**Metal layers overlaid**

(2 px per um)
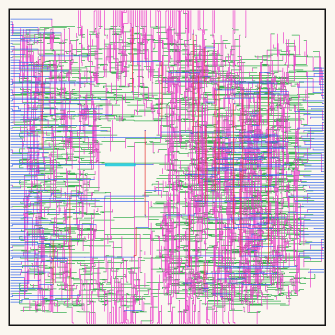
**Ports around the boundary**

(2 px per um) Pins as bars across the die edge, other pins in gray.
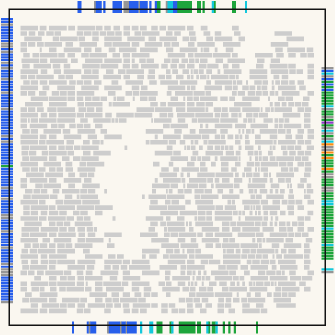
`config.mk`:
```
export PLATFORM = sky130hd
export DESIGN_NAME = jtcps1_gfx_arb
export DESIGN_NICKNAME = d
export VERILOG_FILES = /design/src/rtl/jtcps1_gfx_pkg.sv /design/src/rtl/jtcps1_gfx_pick.sv /design/src/rtl/jtcps1_gfx_arb.sv
export SDC_FILE = /design/constraint.sdc
export NUM_CORES = 1
export LEC_CHECK = 0
export CORE_MARGIN = 5
export CORE_UTILIZATION = 49
export CTS_CLUSTER_DIAMETER = 120
export DETAILED_ROUTE_END_ITERATION = 16
export GPL_TIMING_DRIVEN = 0
export PLACE_DENSITY = 0.8
export SLEW_MARGIN = 20
export SYNTH_ARGS = -nofsm -noshare
export SYNTH_HDL_FRONTEND = slang
export SYNTH_SLANG_ARGS = --single-unit
export TNS_END_PERCENT = 1
```
`constraint.sdc`:
```
create_clock -name clk -period 2.4 [get_ports clk]
set_input_delay 0.48 -clock clk [delete_from_list [all_inputs] [get_ports clk]]
set_output_delay 0.48 -clock clk [all_outputs]
set_load 0.02 [all_outputs]
```
`src/rtl/jtcps1_gfx_pkg.sv`:
```
// Shared constants for the CPS1 graphics-ROM arbiter: FSM encoding, requester
// indices and default bus widths.
package jtcps1_gfx_pkg;

  typedef enum logic [1:0] {
    ST_IDLE = 2'd0,
    ST_WAIT = 2'd1,
    ST_GAP  = 2'd2
  } gfx_state_t;

  localparam int REQ_OBJ  = 0;
  localparam int REQ_SCR1 = 1;
  localparam int REQ_SCR2 = 2;
  localparam int REQ_SCR3 = 3;

  localparam int GFX_N  = 4;
  localparam int GFX_AW = 20;
  localparam int GFX_DW = 32;

  // Index width for n requesters, never below one bit.
  function automatic int gfx_idx_w(input int n);
    return (n > 1) ? $clog2(n) : 1;
  endfunction

endpackage

```
`src/rtl/jtcps1_gfx_pick.sv`:
```
// Grant picker: first pending requester searched from a start index.
// GFXARB_RR_EN defined: search starts at i_ptr (round robin); otherwise at 0.
module jtcps1_gfx_pick
  import jtcps1_gfx_pkg::*;
#(
  parameter  int N  = GFX_N,
  localparam int IW = gfx_idx_w(N)
) (
  input  logic [N-1:0]  i_pend,
  input  logic [IW-1:0] i_ptr,
  output logic          o_any,
  output logic [IW-1:0] o_idx,
  output logic [N-1:0]  o_oh
);

  logic [IW-1:0] w_start;
  logic [IW-1:0] w_cand;

`ifdef GFXARB_RR_EN
  assign w_start = i_ptr;
`else
  logic w_unused_ptr;
  assign w_start      = '0;
  assign w_unused_ptr = ^i_ptr;
`endif

  always_comb begin
    o_any  = 1'b0;
    o_idx  = '0;
    o_oh   = '0;
    w_cand = '0;
    for (int k = 0; k < N; k++) begin
      w_cand = IW'((int'(w_start) + k) % N);
      if (!o_any && i_pend[w_cand]) begin
        o_any = 1'b1;
        o_idx = w_cand;
      end
    end
    if (o_any) o_oh[o_idx] = 1'b1;
  end

endmodule

```
`src/rtl/jtcps1_gfx_arb.sv`:
```
// Shares one graphics-ROM read port among the object drawer and three scroll
// fetchers, with a one-entry result cache per requester. Macro: GFXARB_RR_EN.
module jtcps1_gfx_arb
  import jtcps1_gfx_pkg::*;
#(
  parameter int N  = GFX_N,
  parameter int AW = GFX_AW,
  parameter int DW = GFX_DW
) (
  input  logic          clk,
  input  logic          rst_n,
  input  logic [N*AW-1:0] req_addr,
  input  logic [N-1:0]  req_half,
  input  logic [N-1:0]  req_cs,
  output logic [N*DW-1:0] req_data,
  output logic [N-1:0]  req_ok,
  output logic [AW-1:0] rom_addr,
  output logic          rom_half,
  output logic          rom_cs,
  input  logic [DW-1:0] rom_data,
  input  logic          rom_ok,
  output gfx_state_t    dbg_state
);

  localparam int IW = gfx_idx_w(N);

  // Handshake: a requester holds cs with a stable addr/half; ok means data
  // matches that addr/half this cycle. ROM side: rom_cs stays high with a
  // stable addr/half until the single-cycle rom_ok, then drops for a gap.

  gfx_state_t      r_state, w_state_nxt;
  logic [IW-1:0]   r_grant, r_ptr;
  logic [AW-1:0]   r_rom_addr;
  logic            r_rom_half, r_rom_cs;
  logic [N-1:0]    r_valid, r_tag_half;
  logic [AW-1:0]   r_tag_addr [N];
  logic [DW-1:0]   r_data [N];

  logic [N-1:0]    w_hit, w_pend, w_pick_oh;
  logic            w_busy, w_pick_any, w_issue, w_fill;
  logic [IW-1:0]   w_pick_idx;
  logic [AW-1:0]   w_sel_addr;
  logic            w_sel_half;

  always_comb begin
    w_hit    = '0;
    req_data = '0;
    for (int i = 0; i < N; i++) begin
      w_hit[i] = r_valid[i] && (r_tag_addr[i] == req_addr[i*AW +: AW])
                 && (r_tag_half[i] == req_half[i]);
      req_data[i*DW +: DW] = r_data[i];
    end
  end

  assign req_ok = req_cs & w_hit;
  assign w_busy = (r_state != ST_IDLE);

  // The requester being served is never pending again until its fill lands.
  always_comb begin
    w_pend = '0;
    for (int i = 0; i < N; i++) begin
      w_pend[i] = req_cs[i] & ~req_ok[i] & ~(w_busy && (r_grant == IW'(i)));
    end
  end

  jtcps1_gfx_pick #(.N(N)) u_pick (
    .i_pend (w_pend),
    .i_ptr  (r_ptr),
    .o_any  (w_pick_any),
    .o_idx  (w_pick_idx),
    .o_oh   (w_pick_oh)
  );

  always_comb begin
    w_sel_addr = '0;
    w_sel_half = 1'b0;
    for (int i = 0; i < N; i++) begin
      if (w_pick_oh[i]) begin
        w_sel_addr = w_sel_addr | req_addr[i*AW +: AW];
        w_sel_half = w_sel_half | req_half[i];
      end
    end
  end

  always_comb begin
    w_state_nxt = r_state;
    w_issue     = 1'b0;
    w_fill      = 1'b0;
    unique case (r_state)
      ST_IDLE: begin
        if (w_pick_any) begin
          w_issue     = 1'b1;
          w_state_nxt = ST_WAIT;
        end
      end
      ST_WAIT: begin
        if (rom_ok) begin
          w_fill      = 1'b1;
          w_state_nxt = ST_GAP;
        end
      end
      ST_GAP:  w_state_nxt = ST_IDLE;
      default: w_state_nxt = ST_IDLE;
    endcase
  end

  always_ff @(posedge clk or negedge rst_n) begin
    if (!rst_n) begin
      r_state    <= ST_IDLE;
      r_grant    <= '0;
      r_ptr      <= '0;
      r_rom_addr <= '0;
      r_rom_half <= 1'b0;
      r_rom_cs   <= 1'b0;
    end else begin
      r_state <= w_state_nxt;
      if (w_issue) begin
        r_grant    <= w_pick_idx;
        r_rom_addr <= w_sel_addr;
        r_rom_half <= w_sel_half;
        r_rom_cs   <= 1'b1;
`ifdef GFXARB_RR_EN
        r_ptr      <= (w_pick_idx == IW'(N-1)) ? '0 : w_pick_idx + 1'b1;
`endif
      end else if (w_fill) begin
        r_rom_cs <= 1'b0;
      end
    end
  end

  // The fill uses the issued tag, so an addr change mid-flight shows as a miss.
  always_ff @(posedge clk or negedge rst_n) begin
    if (!rst_n) begin
      r_valid    <= '0;
      r_tag_half <= '0;
      for (int i = 0; i < N; i++) begin
        r_tag_addr[i] <= '0;
        r_data[i]     <= '0;
      end
    end else if (w_fill) begin
      r_valid[r_grant]    <= 1'b1;
      r_tag_addr[r_grant] <= r_rom_addr;
      r_tag_half[r_grant] <= r_rom_half;
      r_data[r_grant]     <= rom_data;
    end
  end

  assign rom_addr  = r_rom_addr;
  assign rom_half  = r_rom_half;
  assign rom_cs    = r_rom_cs;
  assign dbg_state = r_state;

endmodule

```
==> changes_impl.md <==
## Implementation

* Gr usage total at 0.257
* Worst Slack Setup Final at -166 ps
* Row cnt at 53
* Synthesized area per cell at 13.7 um2
* Fin. max-slew vios at 0
* DR vias/cell at 5.57
* Largest net degree at the start of global routing at 88
* Max_slew headroom at 0.567
* Final number of setup-violating endpoints at 24
* Crit path max fanout at 2
* Fmax at 0.390 GHz
* Worst setup SP type: primary input
* Worst path slowest cell: clkdlybuf4s50_1
* Cell Area, Placed at 13800 um2
* Failing checks: setup timing
* Most frequent logic cell in the layout: clkdlybuf4s50_1
* Post-CTS Setup Repair Bufs at 1
* GRT overflow at 0
* Tightest Hold Check Type: register to register
* Final Cycle Share at 1.07
* Final wirelength at 32300 um
* First-pass GRT wire length at 48400 um
* Final Hold Viols at 0
* Init Core Util at 0.501
* Hold-fix buffers, CTS at 1
* Crit path buffers/inverters at 2
* Number of distinct library cells after synthesis at 39
* PwrDens at 1450 nW/um2
* Clk Latency, worst-skew pair at 520 ps
* # DRC at 0
* Cell area after layout at 14900 um2
* Cell family with most CP delay: simple AND/OR/NAND/NOR gates
* Layout cells sized above 1 at 0.297
* Fin Setup TNS at -1510 ps
* CP max stage delay at 450 ps
* Data arrival, critical path at 2090 ps
* Count of tool warnings at 28
* Die area at 24700 um2
* Antenna cells at 0
* P&R area growth vs syn at 40.1%
* Worst VDD drop at 0.962 mV
* Max clock buf depth at 3
* I/O Pins at 279
* Worst-path clk slew at 60 ps
* Outcome: complete, but fails checks
* Pwr Total at 21.6 mW
* Tmin final at 2570 ps
* Mean routed wirelength per cell at 23.4 um
* Area reported by Yosys stat at 10600 um2
* Resized cells post-CTS at 74
About 'metal layers overlaid':
legend:
  M4:
    color: red
    wire_length: 798 um
  M3:
    color: blue
    wire_length: 3680 um
  M1:
    color: green
    wire_length: 12600 um
  M5:
    color: cyan
    wire_length: 13.8 um
  M2:
    color: magenta
    wire_length: 15200 um

About 'ports around the boundary':
legend:
  `req_addr`:
    color: green
    pins: 80
    direction: input
    edge: 41 right, 22 bottom, 16 top, 1 left
  `rom_ok`:
    color: purple
    pins: 1
    direction: input
    edge: right
  `req_half`:
    color: orange
    pins: 4
    direction: input
    edge: right
  `req_data`:
    color: blue
    pins: 128
    direction: output
    edge: 82 left, 24 top, 18 bottom, 4 right
  `rom_addr`:
    color: cyan
    pins: 20
    direction: output
    edge: 9 right, 6 bottom, 5 top
DIE WIDTH: 157 um
Port Buf Inserts: 278

[cell usage after synthesis (all sizes together)]
library cell | count | area share
dfrtp | 242 | 0.57
mux2 | 212 | 0.22
xnor2 | 52 | 0.043
a21oi | 43 | 0.021
clkbuf | 33 | 0.012
xor2 | 32 | 0.026
nor2 | 27 | 0.0098
nand3b | 22 | 0.016
o21a | 21 | 0.015
o22a | 21 | 0.017
nand4 | 13 | 0.0077
nor4 | 9 | 0.0065
buf | 6 | 0.0057
and3 | 4 | 0.0024
inv | 4 | 0.0014
nand3 | 4 | 0.0019
or2 | 4 | 0.0024
a31oi | 3 | 0.0018
nand2b | 3 | 0.0018
nor3 | 3 | 0.0024
o31ai | 3 | 0.0034
a21o | 2 | 0.0014
nand2 | 2 | 0.00071
o21ai | 2 | 0.00094
a22oi | 1 | 0.00071
a31o | 1 | 0.00082
a32o | 1 | 0.00094
and4 | 1 | 0.00082
nor3b | 1 | 0.00071
o211a | 1 | 0.00094
o31a | 1 | 0.00082
or3 | 1 | 0.00059
[cell type report]
class | count | area (um2)
Clock buffer | 43 | 816
Clock inverter | 6 | 82.6
Inverter | 4 | 15.0
Multi-Input combinational cell | 490 | 4510
Sequential cell | 242 | 6060
Buffer | 39 | 219
Fill cell | 1508 | 6330
Timing Repair Buffer | 282 | 2850
Tap cell | 275 | 344
[state kept, by name (all words and copies together), names as in the netlist]
register    flops
r_tag_addr     80
dbg_state       2
r_tag_half      4
r_valid         4
rom_cs          1
req_data      128
r_grant         2
rom_half        1
rom_addr       20
[metrics by stage]
| stage | setup slack [ps] | std cells | utilization |
|---|---|---|---|
| detailed placement | -836 | 1330 | 0.651 |
| floorplan | 255 | 775 | - |
| global route | -231 | 1381 | 0.702 |
| CTS | -166 | 1381 | 0.701 |
| finish | -166 | 1381 | 0.702 |
| global placement | -9480 | 1328 | 0.648 |
[path summary, 6_finish.rpt]
| check | from | endpoint | slack [ps] | depth (start not counted) |
|---|---|---|---|---|
| max reg2reg | r_tag_addr[29]$_DFFE_PN0P_ | rom_addr[2]$_DFFE_PN0P_ | -50 | 8 |
| max in group asynchronous | rst_n | req_data[97]$_DFFE_PN0P_ | 660 | 4 |
| max | req_addr[58] | req_ok[2] | -170 | 6 |
| min | r_valid[3]$_DFFE_PN0P_ | r_valid[3]$_DFFE_PN0P_ | 470 | 1 |
| min in group asynchronous | rst_n | r_tag_addr[47]$_DFFE_PN0P_ | 490 | 2 |
| min reg2reg | r_valid[3]$_DFFE_PN0P_ | r_valid[3]$_DFFE_PN0P_ | 470 | 1 |
[per-layer routing]
layer	routed length, um	track usage	up-vias
met5	13	0	-
met3	3680	0.0929	50
li1	-	-	3406
met1	12600	0.332	3864
met4	797	0.0660	2
met2	15200	0.415	374
[cells by family after synthesis]
kind of cell | synth area share
DFF | 0.570
muxes | 0.225
AOI/OAI and AO/OA | 0.0645
and+or+nand+nor | 0.0530
xor gates and xnor gates | 0.0692
buffers and inverters | 0.0188
[power breakdown]
part / total, mW / switching, mW / internal (mW)
Clock: 4.13 / 1.60 / 2.53
Combinational: 9.86 / 4.73 / 5.13
Sequential: 7.59 / 1.43 / 6.15
Total: 21.6 / 7.76 / 13.8
No activity file was given, so power comes from the tool's default toggle rates.
